File: src/rtl/sc_pkg.sv
// Shared types and helpers for the stochastic-computing bitstream multiplier.
package sc_pkg;

  typedef enum logic [1:0] {
    IDLE = 2'd0,
    RUN  = 2'd1,
    DONE = 2'd2
  } sc_state_e;

  localparam int SC_UNIPOLAR = 0;
  localparam int SC_BIPOLAR  = 1;

  function automatic int sc_count_width(input int n);
    return $clog2(n + 1);
  endfunction

endpackage

File: src/rtl/sc_popcount.sv
// Combinational population count over one beat of product-stream lanes.
module sc_popcount
  import sc_pkg::*;
#(
  parameter int LANES = 8,
  localparam int PW = sc_count_width(LANES)
) (
  input  logic [LANES-1:0] bits_in,
  output logic [PW-1:0]    count_out
);

  always_comb begin
    count_out = '0;
    for (int i = 0; i < LANES; i++) begin
      count_out = count_out + PW'(bits_in[i]);
    end
  end

endmodule

File: src/rtl/sc_bitstream_mul.sv
// Stochastic multiplier: XNOR/AND of two SNG streams, LANES bits per beat,
// accumulated into a ones-count and a signed (bipolar) or plain result.
//
// state | meaning
// IDLE  | waiting for an operand pair, oReady high
// RUN   | consuming LANES product bits per cycle for K beats
// DONE  | result held on oCount/oResult until iReady is seen
module sc_bitstream_mul
  import sc_pkg::*;
#(
  parameter int BITSTREAM = 64,
  parameter int LANES     = 8,
  parameter int BIPOLAR   = 1,
  localparam int CW = sc_count_width(BITSTREAM),
  localparam int K  = BITSTREAM / LANES
) (
  input  logic                 iClk,
  input  logic                 iRst_n,
  input  logic                 iValid,
  output logic                 oReady,
  input  logic [BITSTREAM-1:0] iBitstreamA,
  input  logic [BITSTREAM-1:0] iBitstreamB,
  output logic                 oValid,
  input  logic                 iReady,
  output logic [CW-1:0]        oCount,
  output logic signed [CW:0]   oResult
);

  localparam int PW = sc_count_width(LANES);
  localparam int BW = (K > 1) ? $clog2(K) : 1;
  localparam logic [BW-1:0] LAST_BEAT = BW'(K - 1);

  if (BITSTREAM % LANES != 0) begin : g_bad_lanes
    $error("sc_bitstream_mul: BITSTREAM must be a multiple of LANES");
  end
  if (BIPOLAR != SC_BIPOLAR && BIPOLAR != SC_UNIPOLAR) begin : g_bad_mode
    $error("sc_bitstream_mul: BIPOLAR must be 0 or 1");
  end

  sc_state_e            state_q, state_d;
  logic [BITSTREAM-1:0] a_q, a_d, b_q, b_d;
  logic [CW-1:0]        acc_q, acc_d, count_q, count_d;
  logic [BW-1:0]        beat_q, beat_d;
  logic signed [CW:0]   res_q, res_d;

  logic [LANES-1:0] prod;
  logic [PW-1:0]    pop;
  logic [CW-1:0]    acc_sum;

  // Bipolar streams encode (2p-1); XNOR multiplies them, AND multiplies unipolar ones.
  always_comb begin
    if (BIPOLAR == SC_BIPOLAR) prod = ~(a_q[LANES-1:0] ^ b_q[LANES-1:0]);
    else                       prod = a_q[LANES-1:0] & b_q[LANES-1:0];
  end

  sc_popcount #(.LANES(LANES)) u_pop (
    .bits_in  (prod),
    .count_out(pop)
  );

  assign acc_sum = acc_q + CW'(pop);

  function automatic logic signed [CW:0] to_result(input logic [CW-1:0] cnt);
    if (BIPOLAR == SC_BIPOLAR) return $signed({cnt, 1'b0}) - $signed((CW+1)'(BITSTREAM));
    else                       return $signed({1'b0, cnt});
  endfunction

  always_comb begin
    state_d = state_q;
    a_d     = a_q;
    b_d     = b_q;
    acc_d   = acc_q;
    beat_d  = beat_q;
    count_d = count_q;
    res_d   = res_q;
    oReady  = (state_q == IDLE) || ((state_q == DONE) && iReady);

    case (state_q)
      RUN: begin
        acc_d  = acc_sum;
        a_d    = a_q >> LANES;
        b_d    = b_q >> LANES;
        beat_d = beat_q + BW'(1);
        if (beat_q == LAST_BEAT) begin
          count_d = acc_sum;
          res_d   = to_result(acc_sum);
          beat_d  = '0;
          state_d = DONE;
        end
      end
      DONE: begin
        if (iReady) state_d = IDLE;
      end
      default: state_d = IDLE;
    endcase

    // Retiring a result and loading the next pair share one edge.
    if (iValid && oReady) begin
      a_d     = iBitstreamA;
      b_d     = iBitstreamB;
      acc_d   = '0;
      beat_d  = '0;
      state_d = RUN;
    end
  end

  always_ff @(posedge iClk or negedge iRst_n) begin
    if (!iRst_n) begin
      state_q <= IDLE;
      a_q     <= '0;
      b_q     <= '0;
      acc_q   <= '0;
      beat_q  <= '0;
      count_q <= '0;
      res_q   <= '0;
    end else begin
      state_q <= state_d;
      a_q     <= a_d;
      b_q     <= b_d;
      acc_q   <= acc_d;
      beat_q  <= beat_d;
      count_q <= count_d;
      res_q   <= res_d;
    end
  end

  assign oValid  = (state_q == DONE);
  assign oCount  = count_q;
  assign oResult = res_q;

endmodule
File: config.mk
export PLATFORM = sky130hd
export DESIGN_NAME = sc_bitstream_mul
export DESIGN_NICKNAME = d
export VERILOG_FILES = /design/src/rtl/sc_pkg.sv /design/src/rtl/sc_popcount.sv /design/src/rtl/sc_bitstream_mul.sv
export SDC_FILE = /design/constraint.sdc
export NUM_CORES = 1
export LEC_CHECK = 0
export CORE_UTILIZATION = 30
export CTS_CLUSTER_SIZE = 16
export DETAILED_ROUTE_END_ITERATION = 10
export PLACE_DENSITY = 0.51
export SETUP_SLACK_MARGIN = 0.1
export SYNTH_ARGS = -nofsm -noshare
export SYNTH_HDL_FRONTEND = slang
export SYNTH_SLANG_ARGS = --single-unit
File: constraint.sdc
create_clock -name iClk -period 4.7 [get_ports iClk]
set_clock_uncertainty 0.1 [all_clocks]
set_input_delay 0.705 -clock iClk [delete_from_list [all_inputs] [get_ports iClk]]
set_output_delay 0.705 -clock iClk [all_outputs]
set_load 0.05 [all_outputs]
### Cell outlines without signal wires, run 1

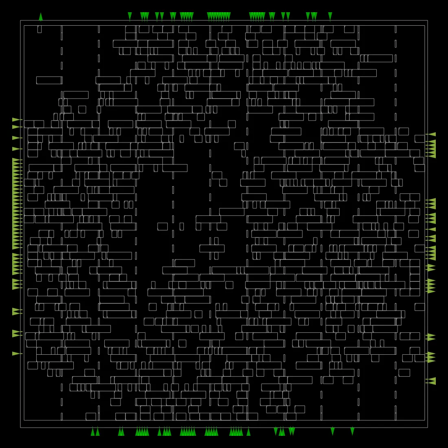
well tap count: 280
Flops: 149

### Met3 routing, run 1

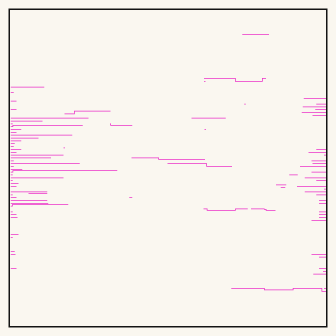
nets with wire on the layer: 80
longest straight run: 49.9 microns
share of all routed wire: 5.1%

### I/O pins on the die edge, run 1

Pins as bars across the die edge, other pins in grey.
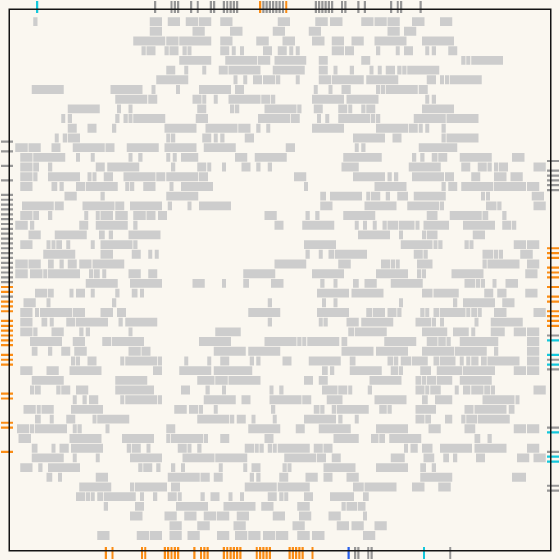
legend:
  orange:
    port: iBitstreamA
    pins: 64
    direction: input
    edge: 30 bottom, 19 left, 13 right, 2 top
  blue:
    port: oReady
    pins: 1
    direction: output
    edge: bottom
  cyan:
    port: oResult
    pins: 8
    direction: output
    edge: 6 right, 1 top, 1 bottom
all pins by edge: 43 left, 37 top, 37 bottom, 32 right

### Clock wires, drivers and flops, run 1

Bar = 50 microns.
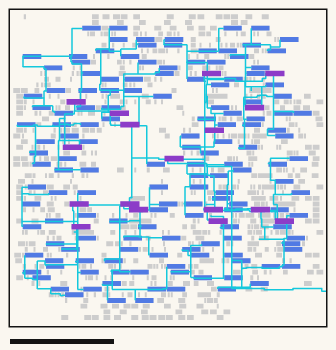
legend:
  cyan:
    item: clock wires
    length: 2110 microns
  purple:
    item: cells driving clock nets
    count: 17
  blue:
    item: flip-flops
    count: 149
routed clock nets: 18
flops lie: all over the die

==> impl_metrics.ini, run 1 <==
; synthesis and place-and-route metrics
[cells_and_area]
synthToLayoutAreaGrowth_pct = 33.61
fin_area_sq_mm = 0.008959
seq_share = 0.4162
buffer_area_frac = 0.1708
seq_area_sq_mm = 0.003729
fin_cells = 1101
layout.nets = 955
largest_registers = a_q (64), b_q (64)
sh_comb_area = 0.2959

[critical_path]
critPathCapture = oResult[7]
slowest_stage = fa_1
critPathLaunchType = register
cp.arrival_ns = 4.53
required_ns = 4.89
endpoint_kind = register
worstPathMaxFanout = 3
path_depth = 15
crit_family = adder cells
critical_path_class = reg2reg

[synth]
postSynthAreaPerCell_sq_um = 9.704
synth_seq_share = 0.5561
yosysTopAreaCellShare = 0.5561
yosys-stat-area_sq_mm = 0.006705
netlist_area_sq_mm = 0.006705
simple_gate_area_frac = 0.1653
logic_family = simple AND/OR/NAND/NOR gates
enable_flop_cells = 0
yosysMostFrequentCell = nand2_1
yosys_most_used_dff = dfrtp_1
common_cells = nand2_1 (267), dfrtp_1 (149), a22oi_1 (104)
top_area_cell = dfrtp_1

[route]
wl_met3_microns = 885
m1WireLength_microns = 7996
post_drt_wl_per_cell_microns = 15.65
top_layer_used = met4
drc_errors = 0
ant_nets = 0
first_pass_iters = 4
wl_microns = 17230
via_count = 5145

[run_status]
status = finished, final reports clean

[global_route]
grt_pass1_wl_microns = 27560
met2_usage = 0.2477
met3_usage = 0.04551
antenna_found_initial = 1
overflow = 0

[pwr]
vdd_drop_max_v = 0.0006270
p_seq_mw = 2.23
switching_share = 0.4090
powerClk_mw = 1.52
comb_power_share = 0.508
pwr-share-seq = 0.292
powerComb_mw = 3.87
p_sw_mw = 3.114
p_leak_nw = 4.139

[final_timing]
setup_slack_ns = 0.3561
final_max_slew_viol_count = 0
finalHoldViolCount = 0
relSlewSlack = 0.3056
rsz0062_at_grt = no
max_freq_mhz = 230.2
tightest_slew_ns = 1.042

[floorplan]
fp.dieH_microns = 151.5
fp-utilization = 0.3063
rows = 54

[run]
maxCapViolations = 0

[clocking]
cts_max_path_buffers = 2
cts.htree.levels = 4

[placement]
post_dp_cell_area_sq_mm = 0.008292
dp_hpwl_microns = 11170

[hold_path]
hp-class = in2async
### Local utilization, run 1

The die is cut into 15 by 15 equal tiles; white is low, dark blue is high, 0 to 100% covered.
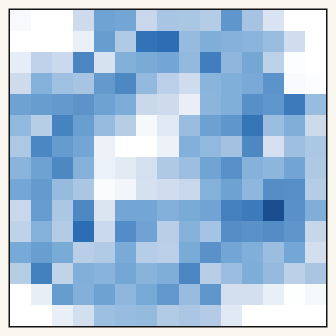

--- run 2 (diff from run 1) ---
Settings changed: CELL_PAD_IN_SITES_DETAIL_PLACEMENT from default to 0, CELL_PAD_IN_SITES_GLOBAL_PLACEMENT from default to 1, CORE_UTILIZATION 30 to 38, PLACE_DENSITY 0.51 to 0.78.
Clock period 4.7 ns to 4.75 ns, I/O delays scaled along.
### Local utilization, run 2

The die is cut into 13 by 13 equal tiles; white is low, dark blue is high, 0 to 100% covered.
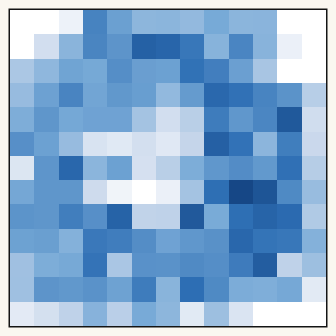
tiles over 75% full: 8.3%
nearly empty tiles: 7.1%
fullest tile: 91%
mean over tiles: 47%

### Met3 routing, run 2

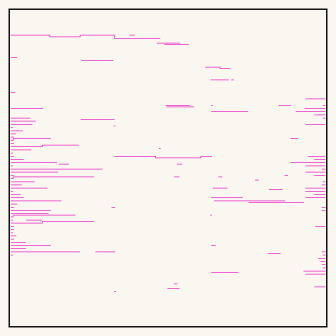
share of all routed wire: 5.9%
wire length on this layer: 973 microns
main direction: horizontal

==> impl_metrics.ini, run 2 <==
; synthesis and place-and-route metrics
[placement]
dp_hpwl_microns = 10700
post_dp_cell_area_sq_mm = 0.008215

[floorplan]
die_w_microns = 134.8
fp-utilization = 0.3890
rows = 48
fp.dieH_microns = 134.8

[synth]
yosys-stat-area_sq_mm = 0.006705
synth_seq_share = 0.5561
simple_gate_area_frac = 0.1653
top_area_cell = dfrtp_1
enable_flop_cells = 0
yosys_most_used_dff = dfrtp_1
yosysMostFrequentCell = nand2_1
yosysTopAreaCellShare = 0.5561
common_cells = nand2_1 (267), dfrtp_1 (149), a22oi_1 (104)
logic_family = simple AND/OR/NAND/NOR gates
netlist_area_sq_mm = 0.006705
postSynthAreaPerCell_sq_um = 9.704

[route]
wl_microns = 16350
wl_met3_microns = 973
first_pass_iters = 4
top_layer_used = met4
post_drt_wl_per_cell_microns = 15.63
via_count = 5271
ant_nets = 0
drc_errors = 0
m1WireLength_microns = 7198

[cells_and_area]
largest_registers = a_q (64), b_q (64)
buffer_area_frac = 0.1730
synthToLayoutAreaGrowth_pct = 31.89
fin_area_sq_mm = 0.008843
flop-count = 149
layout.nets = 955
fin_cells = 1046
seq_area_sq_mm = 0.003729

[global_route]
met2_usage = 0.3001
antenna_found_initial = 0
overflow = 0
grt_pass1_wl_microns = 27370

[hold_path]
hp-class = in2async

[final_timing]
setup_slack_ns = 0.3714
tightest_slew_ns = 0.9963
fin_crit_ns = 4.379
max_freq_mhz = 228.4
final_max_slew_viol_count = 0
relSlewSlack = 0.3358

[run_status]
status = finished, final reports clean

[critical_path]
critPathLaunchType = register
critical_path_class = reg2reg
required_ns = 4.91
slowest_delay_ns = 0.55
path_depth = 15
worstPathMaxFanout = 2
crit_family = adder cells
slowest_stage = fa_1
cp.arrival_ns = 4.54
endpoint_kind = register

[clocking]
cts_made_buffers = 17
cts_max_path_buffers = 2
cts.htree.levels = 4

[pwr]
p_int_mw = 4.381
clkPwrFrac = 0.183
p_seq_mw = 2.21
powerComb_mw = 3.99
pwr-share-seq = 0.291
vdd_drop_max_v = 0.0008419
p_leak_nw = 4.113
powerClk_mw = 1.39
p_sw_mw = 3.206
comb_power_share = 0.526

[run]
maxCapViolations = 0
Power and IR drop assume default switching activity.
